--- config.mk ---
export PLATFORM = sky130hd
export DESIGN_NAME = pipeline_ctrl_flat
export DESIGN_NICKNAME = d
export VERILOG_FILES = /design/src/rtl/pipeline_ctrl_if.sv /design/src/rtl/pipeline_ctrl.sv /design/src/flat_wrapper.sv
export SDC_FILE = /design/constraint.sdc
export NUM_CORES = 1
export LEC_CHECK = 0
export CORE_UTILIZATION = 36
export CTS_BUF_LIST = sky130_fd_sc_hd__clkbuf_2 sky130_fd_sc_hd__clkbuf_4 sky130_fd_sc_hd__clkbuf_8
export CTS_CLUSTER_DIAMETER = 30
export DETAILED_ROUTE_END_ITERATION = 7
export PLACE_DENSITY_LB_ADDON = 0.08
export SYNTH_ARGS = -nofsm -noshare
export SYNTH_HDL_FRONTEND = slang
export SYNTH_SLANG_ARGS = --single-unit
--- constraint.sdc ---
create_clock -name CLK -period 2 [get_ports CLK]
set_input_delay 0.4 -clock CLK [delete_from_list [all_inputs] [get_ports CLK]]
set_output_delay 0.4 -clock CLK [all_outputs]
set_load 0.01 [all_outputs]
--- src/rtl/pipeline_ctrl_if.sv ---
// Control bundle between the pipeline datapath (master) and the hazard/stall controller (slave).
// The datapath reports hit/hazard status; the controller returns latch enables, flushes and status.
interface pipeline_ctrl_if #(
    parameter int CNT_W = 16
);
    logic             ihit;
    logic             dhit;
    logic             mem_dREN;
    logic             mem_dWEN;
    logic             ex_dREN;
    logic [4:0]       ex_regDst;
    logic [4:0]       id_rs;
    logic [4:0]       id_rt;
    logic             branch_taken;
    logic             mem_halt;

    logic             pc_en;
    logic             ifid_en;
    logic             idex_en;
    logic             exmem_en;
    logic             memwb_en;
    logic             ifid_flush;
    logic             idex_flush;
    logic             exmem_flush;
    logic             halt;
    logic [1:0]       state;
    logic [CNT_W-1:0] stall_cnt;
    logic [CNT_W-1:0] flush_cnt;

    modport master (
        output ihit, dhit, mem_dREN, mem_dWEN, ex_dREN, ex_regDst, id_rs, id_rt,
               branch_taken, mem_halt,
        input  pc_en, ifid_en, idex_en, exmem_en, memwb_en, ifid_flush, idex_flush,
               exmem_flush, halt, state, stall_cnt, flush_cnt
    );

    modport slave (
        input  ihit, dhit, mem_dREN, mem_dWEN, ex_dREN, ex_regDst, id_rs, id_rt,
               branch_taken, mem_halt,
        output pc_en, ifid_en, idex_en, exmem_en, memwb_en, ifid_flush, idex_flush,
               exmem_flush, halt, state, stall_cnt, flush_cnt
    );
endinterface

--- src/rtl/pipeline_ctrl.sv ---
// Five-stage pipeline hazard controller: data-miss freeze, halt drain, branch flush,
// load-use stall and fetch-miss bubble, with saturating stall/flush counters.
module pipeline_ctrl #(
    parameter int CNT_W = 16
) (
    input  logic          CLK,
    input  logic          nRST,
    pipeline_ctrl_if.slave bus
);
    typedef enum logic [1:0] {
        RUN    = 2'd0,
        DWAIT  = 2'd1,
        DRAIN  = 2'd2,
        HALTED = 2'd3
    } state_t;

    state_t           state_q;
    state_t           state_d;
    logic [CNT_W-1:0] stall_q;
    logic [CNT_W-1:0] flush_q;

    logic dmiss;
    logic luse;
    logic pc_en;
    logic ifid_en;
    logic idex_en;
    logic exmem_en;
    logic memwb_en;
    logic ifid_flush;
    logic idex_flush;
    logic exmem_flush;
    logic stall_inc;
    logic flush_inc;

    assign dmiss = (bus.mem_dREN | bus.mem_dWEN) & ~bus.dhit;
    assign luse  = bus.ex_dREN & (bus.ex_regDst != 5'd0) &
                   ((bus.ex_regDst == bus.id_rs) | (bus.ex_regDst == bus.id_rt));

    always_ff @(posedge CLK or negedge nRST) begin
        if (!nRST) begin
            state_q <= RUN;
        end else begin
            state_q <= state_d;
        end
    end

    // DWAIT evaluates the same priority chain as RUN; it only records that a miss is pending.
    always_comb begin
        state_d     = state_q;
        pc_en       = bus.ihit;
        ifid_en     = 1'b1;
        idex_en     = 1'b1;
        exmem_en    = 1'b1;
        memwb_en    = 1'b1;
        ifid_flush  = 1'b0;
        idex_flush  = 1'b0;
        exmem_flush = 1'b0;
        flush_inc   = 1'b0;
        case (state_q)
            RUN, DWAIT: begin
                state_d = RUN;
                if (dmiss) begin
                    pc_en    = 1'b0;
                    ifid_en  = 1'b0;
                    idex_en  = 1'b0;
                    exmem_en = 1'b0;
                    memwb_en = 1'b0;
                    state_d  = DWAIT;
                end else if (bus.mem_halt) begin
                    pc_en       = 1'b0;
                    ifid_flush  = 1'b1;
                    idex_flush  = 1'b1;
                    exmem_flush = 1'b1;
                    state_d     = DRAIN;
                end else if (bus.branch_taken) begin
                    pc_en      = 1'b1;
                    ifid_flush = 1'b1;
                    idex_flush = 1'b1;
                    flush_inc  = 1'b1;
                end else if (luse) begin
                    pc_en      = 1'b0;
                    ifid_en    = 1'b0;
                    idex_flush = 1'b1;
                end else if (!bus.ihit) begin
                    pc_en      = 1'b0;
                    ifid_flush = 1'b1;
                end
            end
            DRAIN: begin
                pc_en    = 1'b0;
                ifid_en  = 1'b0;
                idex_en  = 1'b0;
                exmem_en = 1'b0;
                state_d  = HALTED;
            end
            default: begin
                pc_en    = 1'b0;
                ifid_en  = 1'b0;
                idex_en  = 1'b0;
                exmem_en = 1'b0;
                memwb_en = 1'b0;
                state_d  = HALTED;
            end
        endcase
    end

    assign stall_inc = ((state_q == RUN) || (state_q == DWAIT)) && !pc_en && !bus.mem_halt;

    always_ff @(posedge CLK or negedge nRST) begin
        if (!nRST) begin
            stall_q <= '0;
            flush_q <= '0;
        end else begin
            if (stall_inc && (stall_q != '1)) begin
                stall_q <= stall_q + 1'b1;
            end
            if (flush_inc && (flush_q != '1)) begin
                flush_q <= flush_q + 1'b1;
            end
        end
    end

    assign bus.pc_en       = pc_en;
    assign bus.ifid_en     = ifid_en;
    assign bus.idex_en     = idex_en;
    assign bus.exmem_en    = exmem_en;
    assign bus.memwb_en    = memwb_en;
    assign bus.ifid_flush  = ifid_flush;
    assign bus.idex_flush  = idex_flush;
    assign bus.exmem_flush = exmem_flush;
    assign bus.halt        = (state_q == HALTED);
    assign bus.state       = state_q;
    assign bus.stall_cnt   = stall_q;
    assign bus.flush_cnt   = flush_q;
endmodule

--- src/flat_wrapper.sv ---
// flat-port wrapper written by rule: the top's interface ports become plain ports
module pipeline_ctrl_flat 
#(
    parameter int CNT_W = 16
)
  (CLK, nRST, bus_ihit, bus_dhit, bus_mem_dREN, bus_mem_dWEN, bus_ex_dREN, bus_ex_regDst, bus_id_rs, bus_id_rt, bus_branch_taken, bus_mem_halt, bus_pc_en, bus_ifid_en, bus_idex_en, bus_exmem_en, bus_memwb_en, bus_ifid_flush, bus_idex_flush, bus_exmem_flush, bus_halt, bus_state, bus_stall_cnt, bus_flush_cnt);
  pipeline_ctrl_if #(.CNT_W(CNT_W)) bus_i ();
  input  logic CLK;
  input  logic nRST;
  input wire logic [$bits(bus_i.ihit)-1:0] bus_ihit;
  input wire logic [$bits(bus_i.dhit)-1:0] bus_dhit;
  input wire logic [$bits(bus_i.mem_dREN)-1:0] bus_mem_dREN;
  input wire logic [$bits(bus_i.mem_dWEN)-1:0] bus_mem_dWEN;
  input wire logic [$bits(bus_i.ex_dREN)-1:0] bus_ex_dREN;
  input wire logic [$bits(bus_i.ex_regDst)-1:0] bus_ex_regDst;
  input wire logic [$bits(bus_i.id_rs)-1:0] bus_id_rs;
  input wire logic [$bits(bus_i.id_rt)-1:0] bus_id_rt;
  input wire logic [$bits(bus_i.branch_taken)-1:0] bus_branch_taken;
  input wire logic [$bits(bus_i.mem_halt)-1:0] bus_mem_halt;
  output wire logic [$bits(bus_i.pc_en)-1:0] bus_pc_en;
  output wire logic [$bits(bus_i.ifid_en)-1:0] bus_ifid_en;
  output wire logic [$bits(bus_i.idex_en)-1:0] bus_idex_en;
  output wire logic [$bits(bus_i.exmem_en)-1:0] bus_exmem_en;
  output wire logic [$bits(bus_i.memwb_en)-1:0] bus_memwb_en;
  output wire logic [$bits(bus_i.ifid_flush)-1:0] bus_ifid_flush;
  output wire logic [$bits(bus_i.idex_flush)-1:0] bus_idex_flush;
  output wire logic [$bits(bus_i.exmem_flush)-1:0] bus_exmem_flush;
  output wire logic [$bits(bus_i.halt)-1:0] bus_halt;
  output wire logic [$bits(bus_i.state)-1:0] bus_state;
  output wire logic [$bits(bus_i.stall_cnt)-1:0] bus_stall_cnt;
  output wire logic [$bits(bus_i.flush_cnt)-1:0] bus_flush_cnt;
  assign bus_i.ihit = bus_ihit;
  assign bus_i.dhit = bus_dhit;
  assign bus_i.mem_dREN = bus_mem_dREN;
  assign bus_i.mem_dWEN = bus_mem_dWEN;
  assign bus_i.ex_dREN = bus_ex_dREN;
  assign bus_i.ex_regDst = bus_ex_regDst;
  assign bus_i.id_rs = bus_id_rs;
  assign bus_i.id_rt = bus_id_rt;
  assign bus_i.branch_taken = bus_branch_taken;
  assign bus_i.mem_halt = bus_mem_halt;
  assign bus_pc_en = bus_i.pc_en;
  assign bus_ifid_en = bus_i.ifid_en;
  assign bus_idex_en = bus_i.idex_en;
  assign bus_exmem_en = bus_i.exmem_en;
  assign bus_memwb_en = bus_i.memwb_en;
  assign bus_ifid_flush = bus_i.ifid_flush;
  assign bus_idex_flush = bus_i.idex_flush;
  assign bus_exmem_flush = bus_i.exmem_flush;
  assign bus_halt = bus_i.halt;
  assign bus_state = bus_i.state;
  assign bus_stall_cnt = bus_i.stall_cnt;
  assign bus_flush_cnt = bus_i.flush_cnt;
  pipeline_ctrl #(.CNT_W(CNT_W)) u_core (.CLK(CLK), .nRST(nRST), .bus(bus_i));
endmodule
==> job_summary.md, run 1 <==
### Flow metrics

| Metric | Value |
|---|---|
| Worst Tran Pin Value | `0.447 ns` |
| Post-Synthesis Cells | `174` |
| First-pass GRT wire length | `7450 microns` |
| # diodes | `0` |
| Crit start category | `input pin` |
| Gr busiest metal | `met2` |
| Number of global-route vias before repair | `1647` |
| Mapped Nets | `200` |
| Netlist cell types | `34` |
| Register area | `852 sq um` |
| RR Endpoint | `u_core.bus.stall_cnt[0]$_DFFE_PN0P_` |
| I/O pin cnt | `67` |
| Stages on worst setup path | `7` |
| Hold Path Origin | `u_core.bus.stall_cnt[7]$_DFFE_PN0P_` |
| Lkg Pwr | `1.32 nW` |
| CTS H-tree depth | `2` |
| Nets | `306` |
| Die ar. | `5360 sq um` |
| R2R cell count | `6` |
| Top-area cell share | `46.6%` |
| Period utilisation layout | `102%` |
| Floorplan core density | `37.9%` |
| PortBufs | `66` |
| Setup TNS | `-0.0629 ns` |
| Global Route Usage Sum | `18.2%` |
| Largest net degree at the start of global routing | `35` |
| Grt met2 use | `27.6%` |
| Comb area | `1040 sq um` |
| Area after DPL | `2780 sq um` |
| FFs w/ async S/R, synth | `100%` |
| Max-slew headroom | `70.2%` |
| Initial DRC count | `79` |
| Routability Congestion | `0.831` |
| Synth Warn # | `0` |
| Post-synth seq share | `46.6%` |
| Post-Layout Inst Area | `2960 sq um` |
| CP Capture Type | `output pin` |
| Fill cells | `470` |
| Fmax | `490 MHz` |
| Max Root-Sink Buffers | `2` |
| WP data arrival | `1.64 ns` |
| Post-route DRC | `0` |
| Status | `finished, violations left` |
| Tool Warnings | `28` |
| Clk sinks | `34` |
| Maximum vdd drop | `297 uV` |
| Met3 capacity usage during global routing | `6.22%` |
| Crit path DRT | `1.60 ns` |
| # Cells Yosys | `174` |
| Postcts setup bufs | `5` |
| Largest area contributor in the netlist | `dfrtp_1` |
| Failing checks | `setup timing` |
| Most frequent cells in the layout | `clkdlybuf4s50_1, buf_4, xnor2_1, dfrtp_1, nand2_1` |
| GR Overflow Total | `0` |
| CTS root buf | `clkbuf_8` |
| Met2 wire length | `1990 microns` |
| Metal-1 WL | `2020 microns` |
| CTS tree | `done` |
| Average cell area after synthesis | `10.5 sq um` |
| Crit path cell chain | `buf_6 -> or4_4 -> o21ai_4 -> nand2b_4 -> nand2b_1 -> a21oi_1 -> buf_2` |
| Area growth syn-to-layout | `62.1%` |
| Max Cap Viol | `0` |
| Hold Slack | `0.495 ns` |
| Setup CP Type | `input pin to output pin` |
| Final setup vio count | `3` |
| Worst Path Max Fanout | `4` |
| Die Y-Extent | `73.2 microns` |
| Sink of the worst hold path | `u_core.bus.stall_cnt[7]$_DFFE_PN0P_` |
| Initial antenna violation count | `0` |
| Top Metal Used | `met4` |
| Worst Skew | `0.00271 ns` |
| Pwr Density | `515 nW/um^2` |
| Reg2reg start | `u_core.bus.stall_cnt[11]$_DFFE_PN0P_` |
| Inserted Clock Buffers | `5` |
| Num rows | `25` |
| Clock transition at the registers of the reported paths | `0.07 ns` |
| Slowest CP cell | `or4_4` |
| Met3 wirelength from detailed routing | `302 microns` |
| Final core occ | `61.5%` |
| Placed cells | `335` |
| YS chip area | `1830 sq um` |
| Hold path cells | `1` |
| Layout cells sized above 1 | `28.8%` |
| Post-synth top flop | `dfrtp_1` |
| Worst setup startpoint | `bus_ex_regDst[0]` |
| Commonest Layout Cell | `clkdlybuf4s50_1` |
| Via density | `4.80` |
| Post-cts gate resize count | `57` |
| Place WS | `-0.874 ns` |
| Final worst slack | `-0.0416 ns` |
| Critical path destination | `bus_ifid_flush` |
| Synth top area cells | `dfrtp_1, xnor2_1, nand2_1` |
| Worst path buffer plus inverter count | `2` |
| RSZ-0062 raised after global routing | `true` |
==> run 1: state kept, by name (all words and copies together) (netlist names) <==
name	flops
u_core.bus.flush_cnt	16
u_core.bus.stall_cnt	16
u_core.bus.state	2
==> run 1: report_power, final <==
| part | total, mW | leakage, nW | internal [mW] | switching [mW] |
|---|---|---|---|---|
| logic | 0.251 | 0.807 | 0.148 | 0.103 |
| clock network | 0.542 | 0.0517 | 0.291 | 0.250 |
| registers | 0.733 | 0.457 | 0.712 | 0.0213 |
| total | 1.53 | 1.32 | 1.15 | 0.374 |
==> run 1: Yosys cell counts (2+ instances only) <==
cell type	n
a21oi_1	6
a41oi_1	2
and2_1	4
and3_1	4
and4_1	4
dfrtp_1	34
ha_1	2
inv_1	4
mux2_2	2
nand2_1	17
nand2b_1	3
nand3_1	9
nand3_2	6
nand4_1	10
nor2_1	8
nor3_1	2
nor4_1	4
xnor2_1	33
xor2_1	5
==> run 1: kinds of logic (layout without fill, tap and decap cells) <==
kind of cell             after synthesis  after routing  synth area share (%)
AND/OR/NAND/NOR                       76             76                  24.1
XOR/XNOR                              38             38                  18.2
flip-flops                            34             34                  46.6
AND-OR/OR-AND                         15             16                  6.03
buffers and inverters                  6            112                  1.85
multiplexers                           3              3                  1.85
adder cells (fa/ha/maj)                2              2                  1.37
==> run 1: worst register-to-register path: cells and delay by family (launching register included) <==
kind                      cells  cell delay (ns)
DFF                           1             0.40
xor gates and xnor gates      1             0.13
and+or+nand+nor               3             0.81
buffers and inverters         1             0.15
AOI/OAI and AO/OA             1             0.32
==> run 1: layout make-up <==
class                           instances  share of cell area (%)
Tap cell                               67                    2.83
Clock inverter                          1                   0.169
Clock buffer                            7                    3.04
Multi-Input combinational cell        135                    35.3
Timing Repair Buffer                  100                    29.4
Inverter                                4                   0.507
Sequential cell                        34                    28.8
Fig. 1: run 1, the metal 1 layer
Scale bar: 20 microns. Supply wires on this layer in grey.
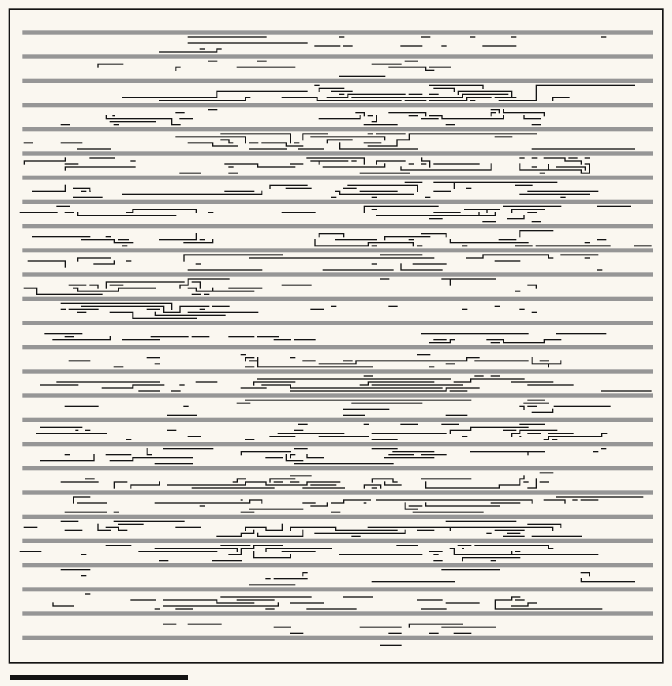
nets with wire on the layer: 256
longest straight run: 25.3 microns
vias: 1672
DRT Wirelength: 4350 microns
global routing usage on met1: 24.3%

Fig. 2: run 1, signal wires on met2
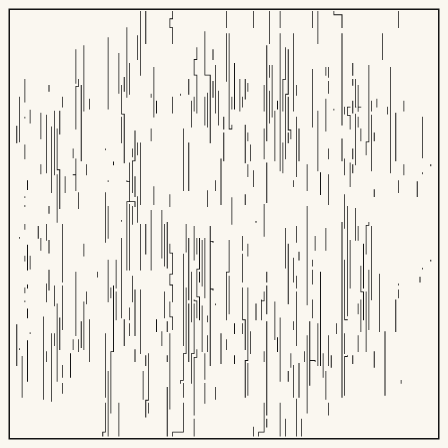
wire length on this layer: 1990 microns
longest straight run: 29.9 microns

Fig. 3: run 1, the metal 3 layer
Scale bar: 20 microns.
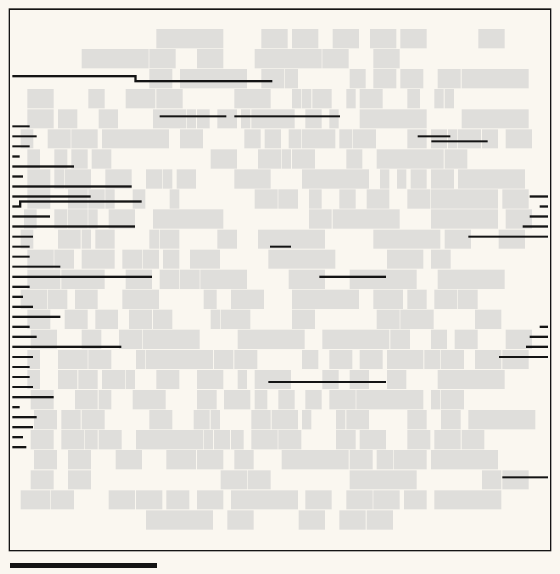
share of all routed wire: 7.0%
nets with wire on the layer: 48
main direction: horizontal
longest straight run: 18.6 microns
wire length on this layer: 303 microns

Fig. 4: run 1, the clock network
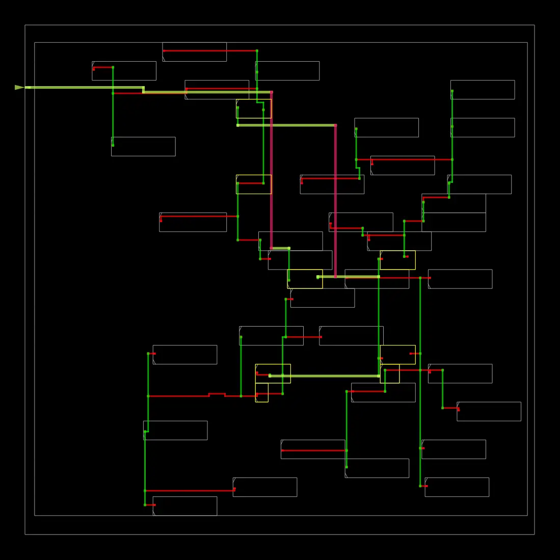
clk_lat worst skew: 0.28 ns
CLK BUF: 7
Clk power: 542 uW

==> run 2, diff against run 1 <==
- CAP_MARGIN: not set -> 25
Fig. 5: run 2, the clock network
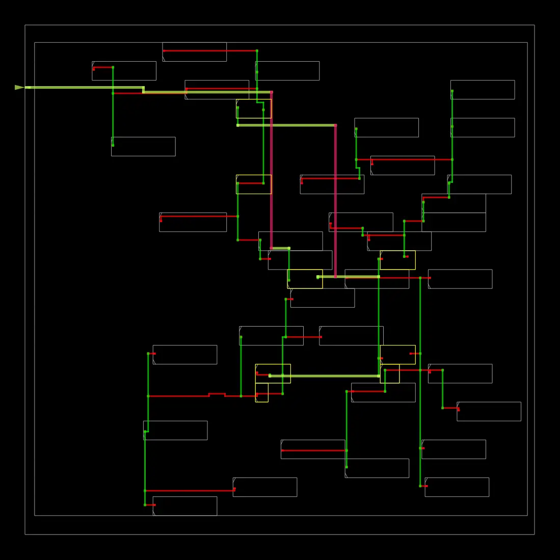
Worst Skew: 0.00271 ns
Inserted Clock Buffers: 5
clk sinks: 34
Seq Cell Count: 34

Fig. 6: run 2, signal wires on met2
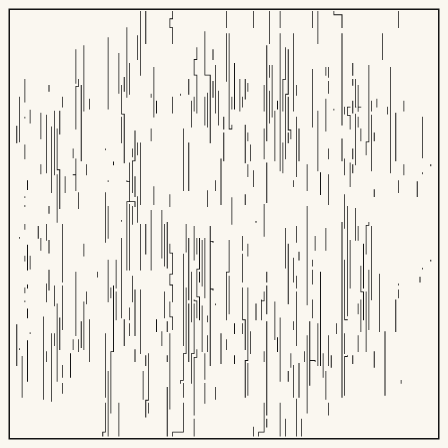
longest straight run: 29.9 microns
share of all routed wire: 46%

Fig. 7: run 2, gate-type map
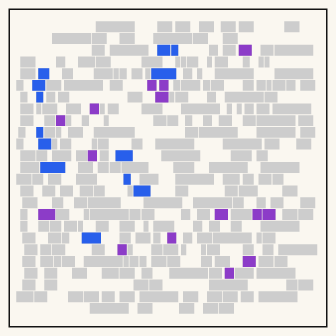
[aoi and oai cells] blue | cells: 13
[and/or cells] purple | cells: 15
Commonest Layout Cell: clkdlybuf4s50_1
fraction of area in multi-input gates: 35.3%

==> run 2 against run 1 <==
Effect of this change: the run still ends with setup timing left; count of clock-buffer cells in the layout unchanged; sequential power about the same; synthesized cell count unchanged; die area unchanged; hold slack unchanged; largest cell class unchanged; largest power group unchanged; highest routed layer unchanged.
==> job_summary.md, run 2 <==
### Flow metrics

| Metric | Value |
|---|---|
| Nets | `306 (unchanged)` |
| Synth top cell by count | `dfrtp_1` |
| Failing checks | `setup timing` |
| Final Instance Count excl. Fillers | `348` |
| Tool Warnings | `28 (unchanged)` |
| Synth Area in Simple Gates | `24.1% (unchanged)` |
| Via density | `4.80 (unchanged)` |
| Maximum vdd drop | `297 uV (unchanged)` |
| RSZ-0062 raised after global routing | `true` |
| Initial antenna violation count | `0 (unchanged)` |
| Vias | `1672 (unchanged)` |
| # diodes | `0 (unchanged)` |
| YS chip area | `1830 sq um (unchanged)` |
| Synth Warn # | `0 (unchanged)` |
| Final core occ | `61.5% (unchanged)` |
| Initial DRC count | `79 (unchanged)` |
| Post-Layout Inst Area | `2960 sq um (unchanged)` |
| Floorplan core density | `37.9% (unchanged)` |
| Register area | `852 sq um (unchanged)` |
| Status | `finished, violations left` |
| Clock transition at the registers of the reported paths | `0.07 ns (about the same)` |
| Average cell area after synthesis | `10.5 sq um (unchanged)` |
| Global Route Usage Sum | `18.2% (unchanged)` |
| Area after DPL | `2780 sq um (unchanged)` |
| Pwr Density | `515 nW/um^2 (unchanged)` |
| Post-Synthesis Cells | `174 (unchanged)` |
| Largest net degree at the start of global routing | `35 (unchanged)` |
| Top-area cell share | `46.6% (unchanged)` |
| PortBufs | `66 (unchanged)` |
| CP Capture Type | `output pin` |
| Mapped Nets | `200 (unchanged)` |
| Die Y-Extent | `73.2 microns (unchanged)` |
| Worst Path Max Fanout | `4 (unchanged)` |
| Hold crit path type | `flip-flop to flip-flop` |
| Commonest cells post-synth | `dfrtp_1, xnor2_1, nand2_1, nand4_1, nand3_1` |
| Most frequent cells in the layout | `clkdlybuf4s50_1, buf_4, xnor2_1, dfrtp_1, nand2_1` |
| First-pass GRT wire length | `7450 microns (unchanged)` |
| DRT Wirelength | `4350 microns (unchanged)` |
| R2R setup slack | `0.08 ns` |
| Post-synth seq share | `46.6% (unchanged)` |
| # Cells Yosys | `174 (unchanged)` |
| Comb area | `1040 sq um (unchanged)` |
| GR Overflow Total | `0 (unchanged)` |
| Worst Tran Pin Value | `0.447 ns (unchanged)` |
| Die ar. | `5360 sq um (unchanged)` |
| Largest area contributor in the netlist | `dfrtp_1` |
| Crit start category | `input pin` |
| Dominant comb cell | `simple AND/OR/NAND/NOR gates` |
| Place WS | `-0.874 ns (unchanged)` |
| Final Critical Period | `2.04 ns` |
| Yosys xor share | `18.2% (unchanged)` |
| Final worst slack | `-0.0416 ns (unchanged)` |
| Max Root-Sink Buffers | `2 (unchanged)` |
| DIE WIDTH | `73.2 microns` |
| Setup TNS | `-0.0629 ns (unchanged)` |
| CTS root buf | `clkbuf_8` |
| Layout cells sized above 1 | `28.8% (unchanged)` |
| Clk_lat worst skew | `0.28 ns (about the same)` |
| Lkg Pwr | `1.32 nW (unchanged)` |
| Number of global-route vias before repair | `1647 (unchanged)` |
| Period utilisation layout | `102% (unchanged)` |
| Max-slew headroom | `70.2% (unchanged)` |
| Post-synth top flop | `dfrtp_1` |
| Fa+ha+maj area frac | `1.37% (unchanged)` |
| FFs w/ async S/R, synth | `100% (unchanged)` |
| Mux area share | `1.85% (unchanged)` |
| Routability Congestion | `0.831 (unchanged)` |
| Post-route DRC | `0 (unchanged)` |
| Synth top area cells | `dfrtp_1, xnor2_1, nand2_1` |
| CTS H-tree depth | `2 (unchanged)` |
| Fill cells | `470 (unchanged)` |
| Placed cells | `335 (unchanged)` |
| Final setup vio count | `3 (unchanged)` |
| Fmax | `490 MHz (unchanged)` |
| Compound Share, Synth | `6.03% (unchanged)` |
| Hold Slack | `0.495 ns (unchanged)` |
| Setup CP Type | `input pin to output pin` |
| Synth flops | `34` |
| CTS tree | `done` |
| Netlist cell types | `34 (unchanged)` |
| WP data arrival | `1.64 ns (about the same)` |
| Max Cap Viol | `0 (unchanged)` |
| I/O pin cnt | `67 (unchanged)` |
| Crit path DRT | `1.60 ns (about the same)` |
| Hpwl dp | `3100 microns` |
| Area growth syn-to-layout | `62.1% (unchanged)` |
| Num rows | `25 (unchanged)` |
==> run 2: worst max-delay path, stage by stage <==
cell and delay (ns):
buf_6 0.09, or4_4 0.53, o21ai_4 0.14, nand2b_4 0.17, nand2b_1 0.06, a21oi_1 0.11
buf_2 0.14
==> run 2: worst paths after layout <==
check | from | end | cells after the start
setup reg to reg | u_core.bus.stall_cnt[11]$_DFFE_PN0P_ | u_core.bus.stall_cnt[0]$_DFFE_PN0P_ | 6
max in group asynchronous | nRST | u_core.bus.state[1]$_DFF_PN0_ | 2
hold reg to reg | u_core.bus.stall_cnt[7]$_DFFE_PN0P_ | u_core.bus.stall_cnt[7]$_DFFE_PN0P_ | 1
setup / recovery | bus_ex_regDst[0] | bus_ifid_flush | 7
hold / removal | u_core.bus.stall_cnt[7]$_DFFE_PN0P_ | u_core.bus.stall_cnt[7]$_DFFE_PN0P_ | 1
min in group asynchronous | nRST | u_core.bus.stall_cnt[6]$_DFFE_PN0P_ | 2
==> run 2: final cells by class <==
cell class	count	share of cell area, %
clock buffers	7	3.04
inverters	4	0.507
multi-input cells	135	35.3
well taps	67	2.83
repair buffers	100	29.4
clock inverters	1	0.169
flip-flops and latches	34	28.8
==> run 2: metal layers <==
layer / GRT usage [%] / vias to the layer above / routed length, microns
met5: 0 / - / 0
met4: 5.88 / 0 / 44
met3: 6.22 / 4 / 302
met2: 27.6 / 57 / 1990
met1: 24.3 / 783 / 2020
li1: - / 828 / -
==> run 2: power breakdown <==
part	internal [mW]	switching (mW)	total [mW]
clock network	0.291	0.250	0.542
registers	0.712	0.0213	0.733
logic	0.148	0.103	0.251
==> run 2: what timing repair did <==
action | CTS | global route
setup endpoints to repair | 18 | 32
hold buffers | 0 | 0
pin swaps | 20 | 5
buffers inserted | 5 | 0
gates resized | 57 | 16
cloned | 1 | 0
Power figures rest on the tool's default switching activity, not on a simulated workload.
